run_1/placed.png
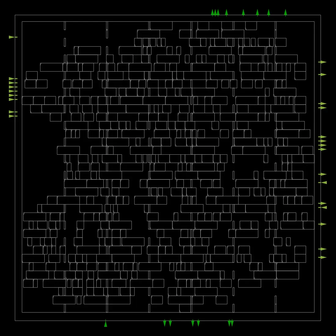
run_1/route_heat.png
Bar = 20 um. 20 x 20 tiles, from black (low) to pale yellow (high), scaled to the fullest tile. Values are wire area over tile area, all layers added.
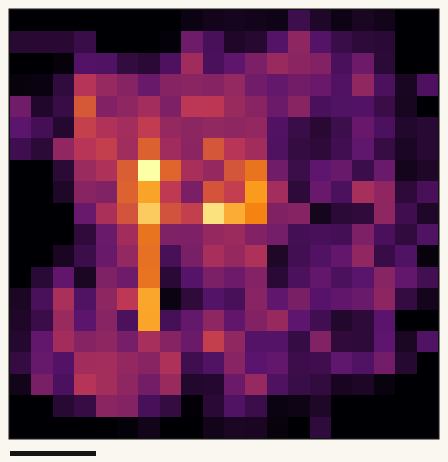
run_1/closeup.png
Bar = 20 um. Region (0, 0) to (50, 50) um. Cells in grey, sequential cells in the stronger grey; small squares are vias.
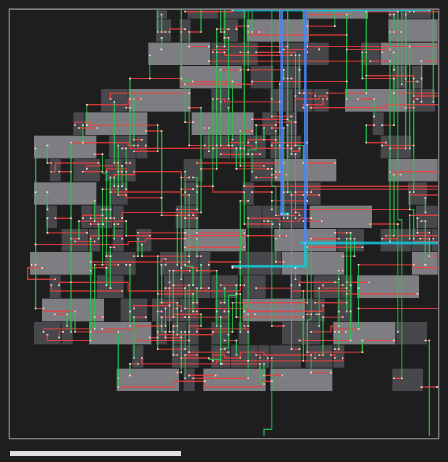
==> src/rtl/vga_pkg.sv <==
// Shared types and constants for the VGA colour-code loader and its helpers.
package vga_pkg;

  typedef enum logic [2:0] {
    ST_IDLE   = 3'd0,
    ST_GET0   = 3'd1,
    ST_GET1   = 3'd2,
    ST_GET2   = 3'd3,
    ST_GETCHK = 3'd4
  } state_e;

  localparam logic [7:0]  SYNC_BYTE_DEF  = 8'hA5;
  localparam logic [23:0] RESET_CODE_DEF = 24'hF0000F;

  // RGB444 halves of the 24-bit colour code
  localparam int LEFT_HI  = 23;
  localparam int LEFT_LO  = 12;
  localparam int RIGHT_HI = 11;
  localparam int RIGHT_LO = 0;

  function automatic logic [7:0] pkt_checksum(input logic [7:0] b0,
                                              input logic [7:0] b1,
                                              input logic [7:0] b2);
    return b0 ^ b1 ^ b2;
  endfunction

endpackage

==> src/rtl/vga_color_loader_edge.sv <==
// Rising-edge detector: registers the input and pulses for one cycle when it
// goes from low to high. RST_VAL chooses what the input is assumed to be at reset.
module edge_detect_rise #(
  parameter logic RST_VAL = 1'b0
) (
  input  logic clk,
  input  logic rst,
  input  logic sig_i,
  output logic rise_o
);

  logic sig_q;

  always_ff @(posedge clk) begin
    if (rst) sig_q <= RST_VAL;
    else     sig_q <= sig_i;
  end

  assign rise_o = sig_i & ~sig_q;

endmodule

==> src/rtl/vga_color_loader.sv <==
// Assembles framed serial bytes into a 24-bit colour code and commits it to
// the VGA block only on a vsync rising edge, so colour changes never tear.
module vga_color_loader
  import vga_pkg::*;
#(
  parameter logic [7:0]  SYNC_BYTE  = SYNC_BYTE_DEF,
  parameter int          TIMEOUT    = 50000,
  parameter int          TO_W       = 16,
  parameter logic [23:0] RESET_CODE = RESET_CODE_DEF
) (
  input  logic        clk,
  input  logic        rst,
  input  logic [7:0]  rx_data,
  input  logic        rx_valid,
  input  logic        vsync,
  output logic [23:0] code,
  output logic        pending,
  output logic        pkt_ok,
  output logic        pkt_err
);

  state_e            state_q, state_d;
  logic [TO_W-1:0]   to_cnt_q, to_cnt_d;
  logic [7:0]        d0_q, d0_d, d1_q, d1_d, d2_q, d2_d;
  logic [23:0]       pend_code_q, pend_code_d;
  logic [23:0]       code_q, code_d;
  logic              pending_q, pending_d;
  logic              pkt_ok_q, pkt_ok_d;
  logic              pkt_err_q, pkt_err_d;
  logic              pend_set;
  logic              vsync_rise;

  // vsync assumed high at reset so a vsync already high at release is not an edge
  edge_detect_rise #(.RST_VAL(1'b1)) u_vsync_edge (
    .clk    (clk),
    .rst    (rst),
    .sig_i  (vsync),
    .rise_o (vsync_rise)
  );

  // NOTE: every signal driven here gets a default first, so no path leaves
  // a value unassigned and no latch is inferred.
  always_comb begin
    state_d     = state_q;
    to_cnt_d    = to_cnt_q;
    d0_d        = d0_q;
    d1_d        = d1_q;
    d2_d        = d2_q;
    pend_code_d = pend_code_q;
    code_d      = code_q;
    pending_d   = pending_q;
    pkt_ok_d    = 1'b0;
    pkt_err_d   = 1'b0;
    pend_set    = 1'b0;

    unique case (state_q)
      ST_IDLE: if (rx_valid && rx_data == SYNC_BYTE) state_d = ST_GET0;
      ST_GET0: if (rx_valid) begin d0_d = rx_data; state_d = ST_GET1; end
      ST_GET1: if (rx_valid) begin d1_d = rx_data; state_d = ST_GET2; end
      ST_GET2: if (rx_valid) begin d2_d = rx_data; state_d = ST_GETCHK; end
      ST_GETCHK: if (rx_valid) begin
        if (rx_data == pkt_checksum(d0_q, d1_q, d2_q)) begin
          pend_code_d = {d0_q, d1_q, d2_q};
          pkt_ok_d    = 1'b1;
          pend_set    = 1'b1;
        end else begin
          pkt_err_d   = 1'b1;
        end
        state_d = ST_IDLE;
      end
      default: state_d = ST_IDLE;
    endcase

    // Inter-byte watchdog: only runs while a packet is in flight
    if (state_q == ST_IDLE) begin
      to_cnt_d = '0;
    end else if (rx_valid) begin
      to_cnt_d = '0;
    end else if (to_cnt_q == TO_W'(TIMEOUT - 1)) begin
      to_cnt_d  = '0;
      state_d   = ST_IDLE;
      pkt_err_d = 1'b1;
    end else begin
      to_cnt_d = to_cnt_q + TO_W'(1);
    end

    // Commit the previously pending word; a same-cycle accept re-arms pending
    if (vsync_rise && pending_q) begin
      code_d    = pend_code_q;
      pending_d = 1'b0;
    end
    if (pend_set) pending_d = 1'b1;
  end

  // NOTE: state registers use non-blocking assignments so every flop samples
  // the pre-edge value of the others, independent of statement order.
  always_ff @(posedge clk) begin
    if (rst) begin
      state_q     <= ST_IDLE;
      to_cnt_q    <= '0;
      d0_q        <= '0;
      d1_q        <= '0;
      d2_q        <= '0;
      pend_code_q <= '0;
      code_q      <= RESET_CODE;
      pending_q   <= 1'b0;
      pkt_ok_q    <= 1'b0;
      pkt_err_q   <= 1'b0;
    end else begin
      state_q     <= state_d;
      to_cnt_q    <= to_cnt_d;
      d0_q        <= d0_d;
      d1_q        <= d1_d;
      d2_q        <= d2_d;
      pend_code_q <= pend_code_d;
      code_q      <= code_d;
      pending_q   <= pending_d;
      pkt_ok_q    <= pkt_ok_d;
      pkt_err_q   <= pkt_err_d;
    end
  end

  assign code    = code_q;
  assign pending = pending_q;
  assign pkt_ok  = pkt_ok_q;
  assign pkt_err = pkt_err_q;

endmodule

==> config.mk <==
export PLATFORM = sky130hd
export DESIGN_NAME = vga_color_loader
export DESIGN_NICKNAME = d
export VERILOG_FILES = /design/src/rtl/vga_pkg.sv /design/src/rtl/vga_color_loader_edge.sv /design/src/rtl/vga_color_loader.sv
export SDC_FILE = /design/constraint.sdc
export NUM_CORES = 1
export LEC_CHECK = 0
export ABC_CLOCK_PERIOD_IN_PS = 2400
export CAP_MARGIN = 0
export CELL_PAD_IN_SITES_DETAIL_PLACEMENT = 0
export CELL_PAD_IN_SITES_GLOBAL_PLACEMENT = 1
export CORE_MARGIN = 2
export CORE_UTILIZATION = 43
export CTS_CLUSTER_SIZE = 10
export DETAILED_ROUTE_END_ITERATION = 7
export HOLD_SLACK_MARGIN = 0.08
export PLACE_DENSITY_LB_ADDON = 0.3
export SLEW_MARGIN = 20
export SYNTH_ARGS = -nofsm -noshare
export SYNTH_HDL_FRONTEND = slang
export SYNTH_HIERARCHICAL = 1
export SYNTH_SLANG_ARGS = --single-unit
==> constraint.sdc <==
create_clock -name clk -period 2.4 [get_ports clk]
set_input_delay 0.48 -clock clk [delete_from_list [all_inputs] [get_ports clk]]
set_output_delay 0.48 -clock clk [all_outputs]
set_load 0.01 [all_outputs]
==> run summary, run 1 <==
fresh numbers from the pnr run: final setup margin=441 ps, Slew @ Worst Pin=434 ps, largest net degree at the start of global routing=104, buffer count from post-CTS setup fixing=0, post-route cell area=0.00471 mm^2, first drt pass iteration count=5, HP Class=reg2reg, Reg2Reg Depth=6, wire per inst=13.5 um, uppermost routed layer=met4, post-synthesis simple-gate area fraction=0.261, Hold Crit Start=pend_code_q[7]$_SDFFE_PP0P_, Max Freq=510 MHz, Unique cell types=35, core area=0.00911 mm^2, mux frac, synth=0.101, nets=487, chip area=0.0100 mm^2, outcome=finished, final reports clean, Slew Viols, Final=0, Comb/total area=0.417
About placed.png:
seq_cells: 95
Non-Filler Instances: 590
number of placement rows: 35

About route_heat.png:
The densest ninth of the die: middle. The mean over all tiles is 0.13. 16% of the tiles are nearly empty. The emptiest ninth of the die: bottom right. The fullest tile reaches 0.53.

About closeup.png:
M4: shown in blue. M3: shown in cyan. M2: shown in green. M1: shown in red.
Sequential cells in the window: 26. 122 logic cells have their middle in the window. Most frequent: dfxtp_1 (26), nor2_1 (18), xor2_1 (11). Netlist names of flops here include to_cnt_q (16), state_q (3), d0_q (2).

==> inputs of run 2 (changes only) <==
--- a/config.mk
+++ b/config.mk
@@ -5,7 +5,7 @@
 export SDC_FILE = /design/constraint.sdc
 export NUM_CORES = 1
 export LEC_CHECK = 0
-export ABC_CLOCK_PERIOD_IN_PS = 2400
+export ABC_CLOCK_PERIOD_IN_PS = 1900
 export CAP_MARGIN = 0
 export CELL_PAD_IN_SITES_DETAIL_PLACEMENT = 0
 export CELL_PAD_IN_SITES_GLOBAL_PLACEMENT = 1
==> constraint.sdc (replaced) <==
create_clock -name clk -period 1.9 [get_ports clk]
set_input_delay 0.38 -clock clk [delete_from_list [all_inputs] [get_ports clk]]
set_output_delay 0.38 -clock clk [all_outputs]
set_load 0.01 [all_outputs]
run_2/ff_map.png
Other sequential cells in the stronger grey, the rest of the logic in the fainter grey.
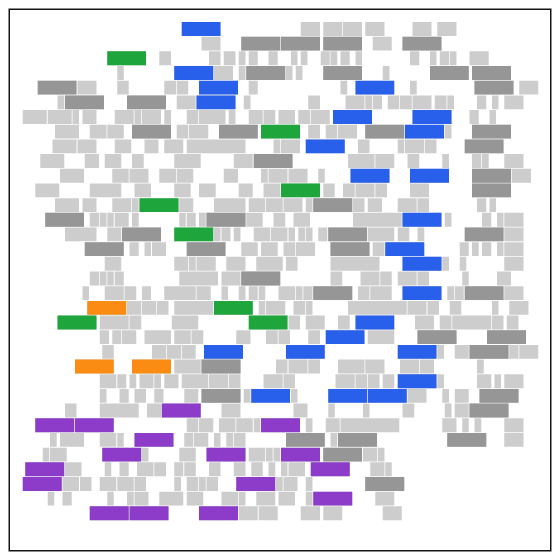
state_q: shown in orange, sequential cells 3. d0_q: shown in green, sequential cells 8. pend_code_q: shown in blue, sequential cells 24. to_cnt_q: shown in purple, sequential cells 16.
Another 44 sequential cells are not coloured.

run_2/route_heat.png
Bar = 20 um. 20 x 20 tiles, from black (low) to pale yellow (high), scaled to the fullest tile. Values are wire area over tile area, all layers added.
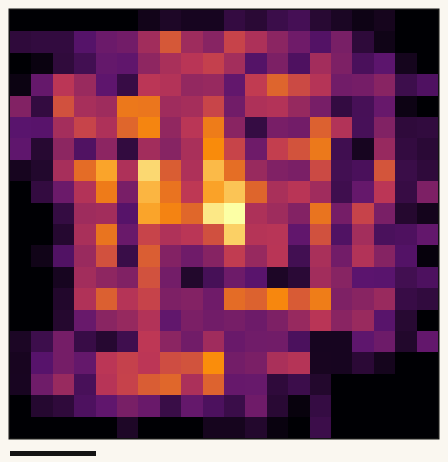
The densest ninth of the die: middle. The fullest tile reaches 0.43. The mean over all tiles is 0.13. The emptiest ninth of the die: bottom right.

run_2/closeup.png
Bar = 20 um. Region (0, 0) to (50, 50) um. Cells in grey, sequential cells in the stronger grey; small squares are vias.
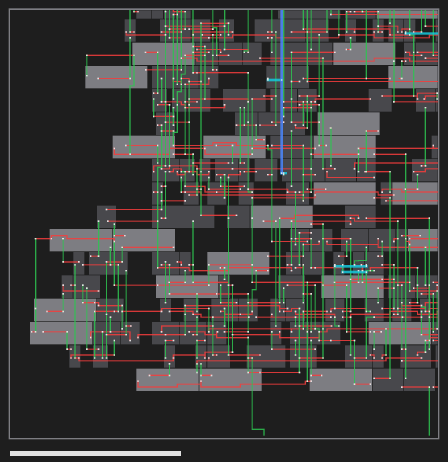
M1: shown in red. M3: shown in cyan. M2: shown in green. M4: shown in blue.
128 logic cells have their middle in the window. Netlist names of flops here include to_cnt_q (12), d0_q (3), state_q (3). Most frequent: dfxtp_1 (22), nor2_1 (17). Sequential cells in the window: 22.

==> run 2 against run 1 <==
  * Sequential cell count unchanged
  * Via count is 2.3% higher
  * Sequential share of layout area down 2.5 points
  * Clock power is 74% higher
  * Setup slack lost 360 ps
  * Die area did not move
  * Largest power group unchanged
  * Cell area is 6.7% higher
  * Power rose by 43%
  * Sequential power rose by 26%
==> run summary, run 2 <==
fresh numbers from the pnr run: outcome=finished, final reports clean, Crit path depth=7, Unique cell types=35 (unchanged), fp util=0.436, Comb power frac=0.035, post-route cell area=0.00502 mm^2 (+6.7%), Hold Crit Start=rst, synthesized area=0.00397 mm^2, Non-Filler Instances=606 (+2.7%), number of placement rows=35 (unchanged), HP Class=in2reg, Reg2Reg Depth=7 (+1), family with the most delay on the worst path=simple AND/OR/NAND/NOR gates, Rel. slew slack=0.720, seq_cells=95 (unchanged), wire per inst=13.8 um (+2.1%), buffer count from post-CTS setup fixing=0 (unchanged), post-synthesis simple-gate area fraction=0.261 (unchanged), mux frac, synth=0.101 (unchanged), Comb/total area=0.396 (-0.0206), Slew @ Worst Pin=420 ps (-14.4 ps), Worst Path Arrival=2090 ps, Reg clk slew, reported paths=90 ps, first drt pass iteration count=4 (-1), CTS Hold Bufs=0, P_leak=1.81 nW, chip area=0.0100 mm^2 (unchanged), root buf cell=clkbuf_8
==> inputs of run 3 (changes only) <==
--- a/config.mk
+++ b/config.mk
@@ -9,7 +9,6 @@
 export CAP_MARGIN = 0
 export CELL_PAD_IN_SITES_DETAIL_PLACEMENT = 0
 export CELL_PAD_IN_SITES_GLOBAL_PLACEMENT = 1
-export CORE_MARGIN = 2
 export CORE_UTILIZATION = 43
 export CTS_CLUSTER_SIZE = 10
 export DETAILED_ROUTE_END_ITERATION = 7
run_3/ff_map.png
Other sequential cells in the stronger grey, the rest of the logic in the fainter grey.
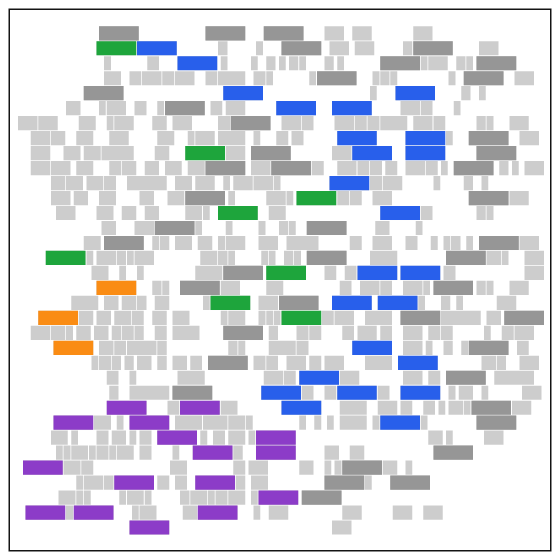
d0_q: shown in green, sequential cells 8. to_cnt_q: shown in purple, sequential cells 16. state_q: shown in orange, sequential cells 3. pend_code_q: shown in blue, sequential cells 24.

run_3/class_map.png
Fill, decap, tap and diode cells in grey.
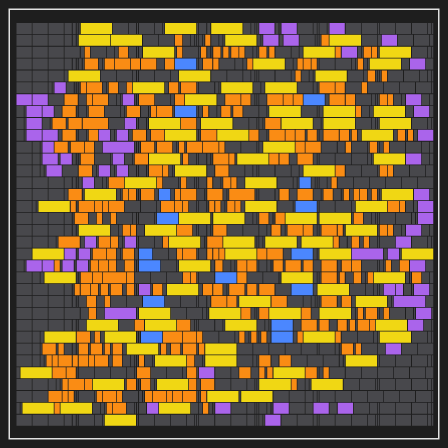
clock drivers and dummy loads: shown in blue, cells 16. remaining buffers and delay cells: shown in purple, cells 65. registers: shown in yellow, cells 95. remaining logic cells: shown in orange, cells 313.

run_3/closeup.png
Bar = 20 um. Region (0, 0) to (50, 50) um. Cells in grey, sequential cells in the stronger grey; small squares are vias.
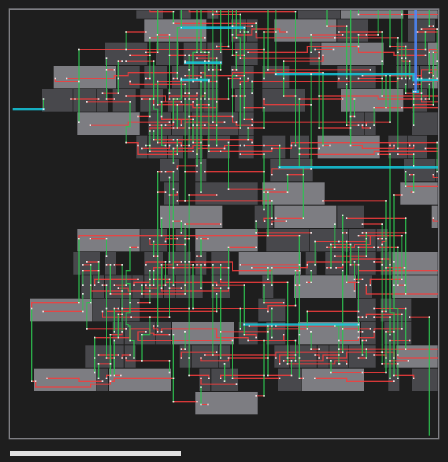
M3: shown in cyan. M1: shown in red. M2: shown in green. M4: shown in blue.
139 logic cells have their middle in the window. Most frequent: dfxtp_1 (25), nor2_1 (19), nand2_1 (11). Netlist names of flops here include to_cnt_q (16), state_q (3), d2_q (2). Sequential cells in the window: 25.

==> run 3 against run 2 <==
  * The run now ends with design-rule violations left
  * Worst hold slack better by 71 ps
  * Cell area down 3.6%
  * Wire length down 3.2%
  * Sequential cell count unchanged
  * Global-route usage up 0.69 points
  * Largest power group unchanged
==> run summary, run 3 <==
fresh numbers from the pnr run: outcome=finished, violations left, failing checks=design-rule violations, P_leak=1.64 nW (-9.5%), Comb/total area=0.407 (+0.0106), root buf cell=clkbuf_8, Reg2Reg Depth=6 (-1), DRC viols=6, Hold Crit Start=code[8]$_SDFFE_PP0P_, HP Class=reg2reg, Reg clk slew, reported paths=90 ps (about the same), first drt pass iteration count=6 (+2), seq_cells=95 (unchanged), CTS Hold Bufs=0 (unchanged), Non-Filler Instances=597 (-1.5%), post-synthesis simple-gate area fraction=0.261 (unchanged), post-route cell area=0.00484 mm^2 (-3.6%), family with the most delay on the worst path=buffers and inverters, synthesized area=0.00397 mm^2 (unchanged), Comb power frac=0.039 (+0.004), chip area=0.00962 mm^2 (-4.0%), number of placement rows=34 (-2.9%), fp util=0.449 (+0.0128)
Power is estimated from default activity; no workload was simulated.
